File: config.mk
export PLATFORM = sky130hd
export DESIGN_NAME = slice_window
export DESIGN_NICKNAME = d
export VERILOG_FILES = /design/src/rtl/slice_window.sv
export SDC_FILE = /design/constraint.sdc
export NUM_CORES = 1
export LEC_CHECK = 0
export ABC_AREA = 0
export CAP_MARGIN = 5
export CORE_MARGIN = 4
export CORE_UTILIZATION = 46
export DETAILED_ROUTE_END_ITERATION = 16
export PLACE_DENSITY = 0.84
export SYNTH_ARGS = -nofsm -noshare
export SYNTH_HDL_FRONTEND = slang
export SYNTH_SLANG_ARGS = --single-unit
File: constraint.sdc
create_clock -name clk -period 3.5 [get_ports clk]
set_clock_uncertainty 0.2 [all_clocks]
set_input_delay 0.7 -clock clk [delete_from_list [all_inputs] [get_ports clk]]
set_output_delay 0.7 -clock clk [all_outputs]
set_load 0.1 [all_outputs]
File: src/rtl/slice_window.sv
// Sliding-window buffer: shifts multi-channel samples through DEPTH taps and
// presents the whole window every STRIDE accepts under valid/ready flow control.
module slice_window #(
    parameter int DWIDTH   = 8,
    parameter int CHANNELS = 1,
    parameter int DEPTH    = 3,
    parameter int STRIDE   = 1
) (
    input  logic                               clk,
    input  logic                               rst,
    input  logic                               flush,
    input  logic                               in_valid,
    output logic                               in_ready,
    input  logic [CHANNELS*DWIDTH-1:0]         din,
    output logic                               out_valid,
    input  logic                               out_ready,
    output logic [DEPTH*CHANNELS*DWIDTH-1:0]   dout,
    output logic [$clog2(DEPTH+1)-1:0]         level
);
    localparam int W  = CHANNELS * DWIDTH;
    localparam int LW = $clog2(DEPTH + 1);
    localparam int SW = (STRIDE > 1) ? $clog2(STRIDE) : 1;
    localparam logic [LW-1:0] LEVEL_FULL = LW'(DEPTH);
    localparam logic [SW-1:0] SC_LAST    = SW'(STRIDE - 1);

    generate
        if (DEPTH < 2 || STRIDE < 1 || STRIDE > DEPTH) begin : g_bad_params
            $error("slice_window: DEPTH must be >= 2 and STRIDE in 1..DEPTH");
        end
    endgenerate

    logic [DEPTH*W-1:0] taps_q, taps_d;
    logic [LW-1:0]      level_q, level_d;
    logic [SW-1:0]      sc_q, sc_d, sc_next;
    logic               out_valid_q, out_valid_d;
    logic               accept;
    logic               emit;

    // A presented window blocks shifting until it is consumed.
    assign in_ready = ~flush & (~out_valid_q | out_ready);
    assign accept   = in_valid & in_ready;

    always_comb begin
        // NOTE: every signal gets a default first so no path leaves one unassigned (no latch).
        taps_d      = taps_q;
        level_d     = level_q;
        sc_d        = sc_q;
        out_valid_d = out_valid_q;
        emit        = 1'b0;
        sc_next     = (sc_q == SC_LAST) ? '0 : sc_q + 1'b1;

        if (flush) begin
            level_d     = '0;
            sc_d        = '0;
            out_valid_d = 1'b0;
        end else begin
            if (out_valid_q && out_ready) begin
                out_valid_d = 1'b0;
            end
            if (accept) begin
                taps_d = {taps_q[(DEPTH-1)*W-1:0], din};
                if (level_q == LEVEL_FULL) begin
                    sc_d = sc_next;
                    emit = (sc_next == '0);
                end else begin
                    level_d = level_q + 1'b1;
                    emit    = (level_q == LEVEL_FULL - 1'b1);
                end
                if (emit) begin
                    out_valid_d = 1'b1;
                end
            end
        end
    end

    always_ff @(posedge clk) begin
        // NOTE: taps are reset as well, because dout must read all-zero right after reset.
        if (!rst) begin
            taps_q      <= '0;
            level_q     <= '0;
            sc_q        <= '0;
            out_valid_q <= 1'b0;
        end else begin
            taps_q      <= taps_d;
            level_q     <= level_d;
            sc_q        <= sc_d;
            out_valid_q <= out_valid_d;
        end
    end

    assign dout      = taps_q;
    assign out_valid = out_valid_q;
    assign level     = level_q;

endmodule

Run 1, wiring heat map:
The bar under the picture is 20 um long. The die is cut into 11 by 11 equal tiles; dark purple is low, yellow is high, scaled to the fullest tile. Values are wire area over tile area, all layers added.
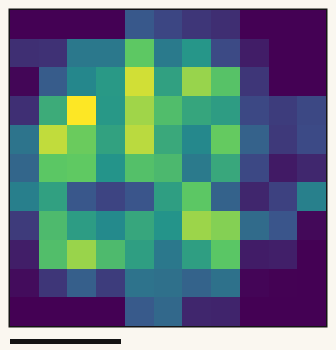
tiles over half the peak: 34%
nearly empty tiles: 19%
mean over tiles: 0.13
densest ninth of the die: center
fullest tile: 0.38

Run 1, sizing map:
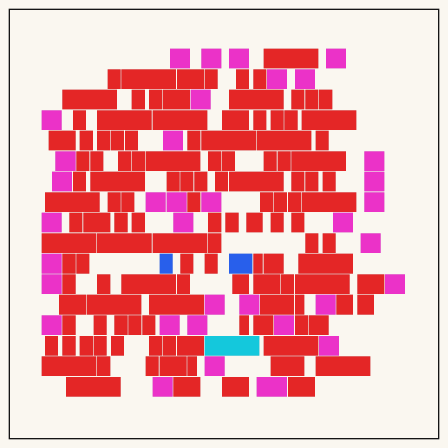
| color | size | cells |
|---|---|---|
| red | drive 1 or less | 127 |
| magenta | drive 3 to 4 | 35 |
| cyan | drive 6 and up | 1 |
| blue | drive 2 | 2 |

==> flow_summary.yaml, run 1 <==
# generated from flow reports
outcome:
  status: "completed"
final_layout:
  most_common_library_cell_in_the_layout_ignoring_fill_and_taps: "buf_4"
  final_net_count: 181
  final_cell_mix: "buf_4 (31), dfxtp_1 (27), nand3_1 (24), a21oi_1 (24), o21ai_0 (18)"
  final_layout_size_suffix_gt1_share_pct: 23.0
  num_antenna_cells: 0
  areaGrowthSynthToFinish_pct: 33.9
critical_path:
  crit_buf_inv: 2
  critical_path.startpoint_type: "input port"
  crit_chain: "clkdlybuf4s50_1, nor2_1, buf_12"
  cp_slowest_stage_delay_ns: 0.51
  critPathRequiredTime_ns: 2.60
  crit_arrival_ns: 1.67
  crit_path_max_fanout: 6
  endpoint_kind: "output pin"
  critical-path-top-delay-family: "buffers and inverters"
  worstSetupPathType: "input port to output pin"
  slowest_cell_on_crit_path: "clkdlybuf4s50_1"
routing:
  detailroute.via_count: 1059
  dr.pass1.iters: 4
  first_iter_violations: 25
  detail_route.wirelength_mm: 2.71
  routed_wire_length_per_instance_um: 14.1
  route.detailed.drc: 0
  ant_nets: 0
  avgViaCountPerCell: 5.49
pwr:
  clock_power_share_pct: 23.4
  power.static_leakage_nw: 0.557
  maximum_vdd_ir_drop_uv: 268
  swShare_pct: 31.1
  power.density_nw_per_um2: 386
  p_int_uw: 389
  sequential_group_share_of_total_power_pct: 56.6
  share_comb_of_total_power_pct: 20.1
  switching_power_uw: 176
global_route:
  globalRouteTotalUtil_pct: 16.8
  via_count_of_the_first_global_routing_pass: 970
  grt_first_pass_wirelength_mm: 4.44
  global_route.overflow_total: 0
  grt_max_degree: 27
  grt_antenna_before_repair: 0
logic_synthesis:
  synthesis.yosys.warnings: 0
  synth.distinct_cells: 23
  post_synthesis_cell_count: 130
  compound_gate_portion_of_the_synthesized_area_pct: 26.0
  synth-xor-area-share_pct: 0
  simple_gate_area_share_pct: 15.3
  multiplexer_fraction_of_the_synthesized_cell_area_pct: 0
  syn-cell-area_um2: 1090
  synth.ff_latch_count: 27
  yosys_area_um2: 1090
  synth-cells-yosys: 130
  synth_area_per_cell_um2: 8.41
  ys_seq_share_pct: 49.4
  yosys.area_share.adder_pct: 2.29
  ys_top_logic_family: "AND-OR/OR-AND gates"
  fp_nets: 145
clocking:
  clock_tree.htree_level_count: 1
  cts_setup_buffers: 0
  path_clk_slew_ns: 0.13
  numCtsBuffers: 3
  hold_buffers: 0
  post_cts.resized_instances: 0
  cts_max_path_buffers: 2
  cts_num_sinks: 27
  clk-insertion-delay-late_ns: 0.32
  clock-root-buffer: "clkbuf_4"
  cts_tree: "yes"
timing:
  fin_max_slew_vios: 0
  timing.slew.headroom_pct: 60.4
  setup_viol_count_final: 0
  final.period_utilization_pct: 73.3
  timing.final.hold_violations: 0
  achievable-frequency_ghz: 0.390
  fin_crit_ns: 2.57
  rsz0062_at_grt: "false"
  finalSetupTns_ns: 0
  tightest_slew_ns: 0.594
placed_design:
  hpwlAfterDp_mm: 1.89
  finalWeightedCongestion: 0.716
  placed_inst_area_um2: 1440
floorplanning:
  coreArea_um2: 2230
  fp.dieW_um: 56.8
  floorplan.die_area_um2: 3220
  initial_core_util_pct: 49.0
  die_h_um: 56.8
worst_hold_path:
  holdCritPathClass: "flop to flop"
run:
  drv_cap: 0
  log.warning_count: 27
Run 1, cells colored by class:
The bar under the picture is 20 um long.
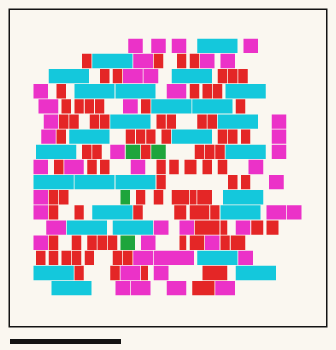
| color | class | cells |
|---|---|---|
| red | all other logic | 90 |
| magenta | other buffers and delay cells | 44 |
| green | clock drivers and dummy loads | 4 |
| cyan | flip-flops | 27 |
final instance area: 1460 um^2
standard-cell row count: 17
Layout Utilization: 65.5%
proportion of cell area occupied by registers: 36.9%

Run 1, nets reached from selected ports:
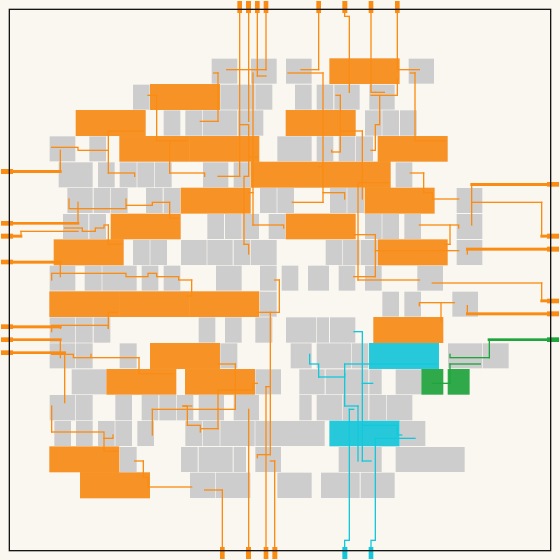
| color | port | bits | direction | edge | end cells | buffers | wire |
|---|---|---|---|---|---|---|---|
| green | out_ready | 1 | input | east | 2 | 1 | 19.7 um |
| cyan | level | 2 | output | south | 2 | 2 | 80.6 um |
| orange | dout | 24 | output | 8 north, 7 west, 5 east, 4 south | 24 | 24 | 587 um |
Top-Level Pins: 41
count of buffers inserted at the top-level ports: 40

## run 1: layer usage
layer  part of all wire (%)  vias up  GRT usage (%)  routed length [um]
met5                      0        -              0                   0
met4                   0.85        0           3.97                  23
met3                    5.3        4           3.68                 143
met2                     53       28           30.9                1430
met1                     41      494           19.7                1120
li1                       -      533              -                   -
## run 1: cell families after synthesis
logic type | Yosys count
fa+ha+maj | 2
compound gates | 54
buf+inv | 16
simple gates | 31
flops | 27
## run 1: sequential cells by signal, summed over array words and instances (netlist names)
signal     cells
out_valid      1
dout          24
level          2
## run 1: cells in the mapped netlist
cell / count / area (um^2)
a2111oi_1: 1 / 10.0
a211oi_1: 2 / 15.0
a21oi_1: 24 / 120
a31oi_1: 1 / 6.26
buf_2: 8 / 40.0
buf_4: 1 / 7.51
clkbuf_1: 2 / 7.51
clkbuf_2: 2 / 10.0
clkinv_1: 1 / 3.75
dfxtp_1: 27 / 541
ha_1: 2 / 25.0
inv_1: 2 / 7.51
nand2b_1: 1 / 6.26
nand3_1: 24 / 120
nand4_1: 1 / 6.26
nor2_1: 1 / 3.75
nor2b_1: 1 / 6.26
nor2b_2: 1 / 8.76
nor3_1: 1 / 5.00
o21ai_0: 18 / 90.1
o21ai_1: 7 / 35.0
o31ai_1: 1 / 7.51
or2b_4: 1 / 11.3
## run 1: power by group through the flow
stage          registers (mW)  clock network (mW)  logic (mW)
2_1_floorplan           0.376                   0      0.0297
3_3_place_gp            0.326                   0       0.112
3_5_place_dp            0.326                   0       0.114
4_1_cts                 0.320               0.136       0.114
5_1_grt                 0.321               0.147       0.119
6_report                0.320               0.132       0.113
## run 1: area by class of cell
type,instances,area [um^2]
Multi-Input combinational cell,87,477
Clock buffer,3,22.5
Tap cell,28,35.0
Sequential cell,27,541
Clock inverter,1,5.00
Fill cell,199,769
Timing Repair Buffer,44,373
Inverter,3,11.3
## run 1: tightest hold or removal path, delay by kind of cell (launching register included)
| kind | cells | cell delay [ns] |
|---|---|---|
| flops | 1 | 0.33 |
| compound gates | 2 | 0.12 |
## run 1: metrics by stage
stage | power [mW] | setup slack [ns] | hold slack [ns] | utilization [%] | cells
2_1_floorplan | 0.405 | 0.131 | 0.578 | - | 130
3_3_place_gp | 0.438 | 0.960 | 0.263 | 64.3 | 189
3_5_place_dp | 0.440 | 0.931 | 0.270 | 64.3 | 189
4_1_cts | 0.569 | 0.930 | 0.288 | 65.5 | 193
5_1_grt | 0.587 | 0.862 | 0.310 | 65.5 | 193
6_report | 0.565 | 0.933 | 0.284 | 65.5 | 193
## run 1: path summary, 6_finish.rpt
kind / to / cells after the start / slack [ns] / from
worst max register to register: level[1]$_SDFFE_PP0P_ / 3 / 1.87 / out_valid$_SDFF_PP0_
worst max-delay path: in_ready / 3 / 0.93 / flush
worst min register to register: dout[21]$_SDFFE_PN0P_ / 2 / 0.28 / dout[21]$_SDFFE_PN0P_
worst min-delay path: dout[21]$_SDFFE_PN0P_ / 2 / 0.28 / dout[21]$_SDFFE_PN0P_
Run 1, congestion heat map:
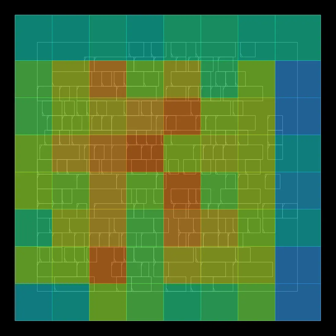

==> inputs of run 2 (changes only) <==
--- a/config.mk
+++ b/config.mk
@@ -8,9 +8,9 @@
 export ABC_AREA = 0
 export CAP_MARGIN = 5
 export CORE_MARGIN = 4
-export CORE_UTILIZATION = 46
+export CORE_UTILIZATION = 38
 export DETAILED_ROUTE_END_ITERATION = 16
-export PLACE_DENSITY = 0.84
+export PLACE_DENSITY = 0.74
 export SYNTH_ARGS = -nofsm -noshare
 export SYNTH_HDL_FRONTEND = slang
 export SYNTH_SLANG_ARGS = --single-unit
==> constraint.sdc (replaced) <==
create_clock -name clk -period 2.1 [get_ports clk]
set_clock_uncertainty 0.2 [all_clocks]
set_input_delay 0.42 -clock clk [delete_from_list [all_inputs] [get_ports clk]]
set_output_delay 0.42 -clock clk [all_outputs]
set_load 0.1 [all_outputs]
Run 2, congestion heat map:
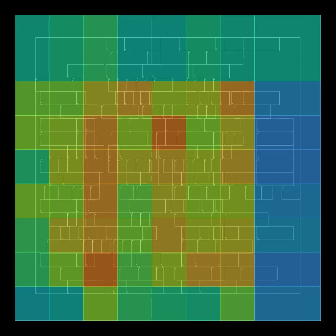
detailed-route wire length per cell: 14.0 um
fraction of met3 tracks used by global routing: 2.10%

Run 2, sizing map:
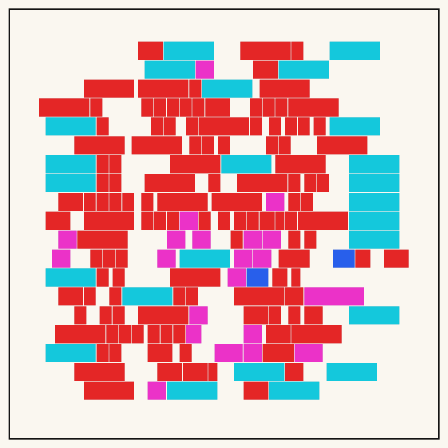
| color | size | cells | most used |
|---|---|---|---|
| red | drive 1 or less | 124 | dfxtp_1 |
| blue | drive 2 | 2 | nor2b_2 |
| magenta | drive 3 to 4 | 21 | buf_4 |
| cyan | drive 6 and up | 24 | buf_12 |
final instance area: 1820 um^2
least setup slack across all paths after layout: 0.0787 ns
Non-CTS buffers: 50
area added between synthesis and finish: 66.0%

==> run 2 against run 1 <==
Against the previous run:
- clock-buffer cell count unchanged
- critical endpoint unchanged
- die area up 18%
- register-to-register slack worse by 1.2 ns
- global-route usage down 0.55 points
- clock power up 75%
- sequential cell count unchanged
- largest power group unchanged
- synthesized cell count unchanged
- routed wire length up 4.4%
- non-clock buffer count up 6
- setup slack worse by 0.85 ns
==> flow_summary.yaml, run 2 <==
# generated from flow reports
critical_path:
  crit_arrival_ns: 1.40
  crit_buf_inv: 3
  slowest_cell_on_crit_path: "clkdlybuf4s50_1"
  critical_path.startpoint_type: "input port"
  critPathRequiredTime_ns: 1.48
  crit_path_max_fanout: 6
  crit_chain: "clkdlybuf4s50_1, buf_4, nor2_4, buf_12"
  worstSetupPathType: "input port to output pin"
  cp_slowest_stage_delay_ns: 0.52
  critical-path-top-delay-family: "buffers and inverters"
  endpoint_kind: "output pin"
timing:
  tightest_slew_ns: 0.279
  holdWs_ns: 0.293
  timing.slew.headroom_pct: 81.3
  setup_viol_count_final: 0
  fin_max_slew_vios: 0
  achievable-frequency_ghz: 0.495
  fin_crit_ns: 2.02
  final.period_utilization_pct: 96.3
  finalSetupTns_ns: 0
  rsz0062_at_grt: "false"
  timing.final.hold_violations: 0
routing:
  ant_nets: 0
  detail_route.wirelength_mm: 2.83
  avgViaCountPerCell: 5.51
  detailroute.via_count: 1114
  first_iter_violations: 33
  dr.pass1.iters: 5
  route.detailed.drc: 0
placed_design:
  placed_inst_area_um2: 1790
  hpwlAfterDp_mm: 2.15
  finalWeightedCongestion: 0.695
  buffer_ports.inserted: 40
logic_synthesis:
  synth.ff_latch_count: 27
  fp_nets: 145
  top_area_share_pct: 49.4
  yosys_most_used_dff: "dfxtp_1"
  synth.top_cells.by_count: "dfxtp_1 (27), a21oi_1 (24), nand3_1 (24)"
  synthDominantAreaCellType: "dfxtp_1"
  ys_seq_share_pct: 49.4
  multiplexer_fraction_of_the_synthesized_cell_area_pct: 0
  synth.distinct_cells: 23
  yosys.area_share.adder_pct: 2.29
  compound_gate_portion_of_the_synthesized_area_pct: 26.0
  simple_gate_area_share_pct: 15.3
  ys_top_logic_family: "AND-OR/OR-AND gates"
  synth-xor-area-share_pct: 0
  post_synthesis_cell_count: 130
  synth-cells-yosys: 130
  synth-edff-count: 0
  synth_dominant_cell_count: "dfxtp_1"
  syn-cell-area_um2: 1090
  synth_async_sr_flop_share_pct: 0
  synthesis.yosys.warnings: 0
  synth_area_per_cell_um2: 8.41
  yosys_area_um2: 1090
  area_leaders: "dfxtp_1 (49%), a21oi_1 (11%), nand3_1 (11%)"
floorplanning:
  coreArea_um2: 2760
  placement_rows: 19
  floorplan.die_area_um2: 3800
  io_pins: 41
  die_h_um: 61.6
  fp.dieW_um: 61.6
  initial_core_util_pct: 39.7
global_route:
  global_route.overflow_total: 0
  grt_first_pass_wirelength_mm: 4.77
  grt_antenna_before_repair: 0
  globalRouteTotalUtil_pct: 16.3
  grt_max_degree: 25
  via_count_of_the_first_global_routing_pass: 1049
final_layout:
  most_common_library_cell_in_the_layout_ignoring_fill_and_taps: "dfxtp_1"
  largest_register_ff_count: 24
  layout.filler_cells: 220
  final_net_count: 187
  num_antenna_cells: 0
  final_cell_mix: "dfxtp_1 (26), nand3_1 (24), a21oi_1 (24), buf_12 (24), o21ai_0 (18)"
  final_layout_size_suffix_gt1_share_pct: 27.5
clocking:
  clk-insertion-delay-late_ns: 0.32
  path_clk_slew_ns: 0.15
  post_cts.resized_instances: 0
  cts_num_sinks: 27
  numCtsBuffers: 3
  hold_buffers: 0
  cts_tree: "yes"
  cts_setup_buffers: 0
  cts_max_path_buffers: 2
  clock-root-buffer: "clkbuf_4"
  clock_tree.htree_level_count: 1
pwr:
  power.static_leakage_nw: 0.655
  maximum_vdd_ir_drop_uv: 404
  power.density_nw_per_um2: 547
  power_uw: 992
worst_hold_path:
  holdCritPathClass: "flop to flop"
run:
  drv_cap: 0
  log.warning_count: 27
outcome:
  status: "completed"
==> run 2: cell counts after synthesis <==
No cell type changed its count.
==> run 2: report_power, final <==
group | internal [mW] | switching, mW | total (mW)
sequential | 0.523 | 0.0152 | 0.538
combinational | 0.0864 | 0.136 | 0.223
clock | 0.0741 | 0.157 | 0.231
total | 0.684 | 0.309 | 0.992
==> run 2: through the flow <==
stage	worst slack, ns	utilization, %	instances
2_1_floorplan	0.0767	-	130
6_report	0.0787	65.8	202
4_1_cts	0.0744	65.8	202
3_5_place_dp	0.0325	64.8	198
3_3_place_gp	0.109	64.8	198
5_1_grt	0.0267	65.8	202
==> run 2: final timing paths <==
path	start	to	slack, ns	cells after the start
max reg2reg	level[0]$_SDFFE_PP0P_	level[1]$_SDFFE_PP0P_	0.65	4
min reg2reg	dout[19]$_SDFFE_PN0P_	dout[19]$_SDFFE_PN0P_	0.29	2
max	flush	in_ready	0.08	4
min	dout[19]$_SDFFE_PN0P_	dout[19]$_SDFFE_PN0P_	0.29	2
==> run 2: worst reg2reg max path, stage by stage (launching register included) <==
cell	delay [ns]
dfxtp_1	0.39
ha_1	0.26
inv_1	0.09
a31oi_1	0.09
a2111oi_1	0.34
==> run 2: area by class of cell <==
cell class / instances / area [um^2] / area share [%]
Tap cell: 31 / 38.8 / 2.14
Timing Repair Buffer: 50 / 706 / 38.9
Sequential cell: 27 / 544 / 30.0
Clock buffer: 3 / 22.5 / 1.24
Clock inverter: 1 / 6.26 / 0.345
Inverter: 3 / 11.3 / 0.620
Multi-Input combinational cell: 87 / 487 / 26.8
==> run 2: routing by layer <==
| metal | GRT usage, % | wire, um | vias up |
|---|---|---|---|
| met4 | 4.55 | 19 | 0 |
| met3 | 2.10 | 134 | 2 |
| li1 | - | - | 548 |
| met1 | 22.5 | 1180 | 525 |
| met5 | 0 | 0 | - |
| met2 | 26.6 | 1490 | 39 |
==> run 2: cell families (layout without fill, tap and decap cells) <==
family,after synthesis,after routing
adders and majority gates,2,2
AOI/OAI and AO/OA,54,54
DFF,27,27
and+or+nand+nor,31,31
buffers and inverters,16,57
Power and IR drop assume default switching activity.
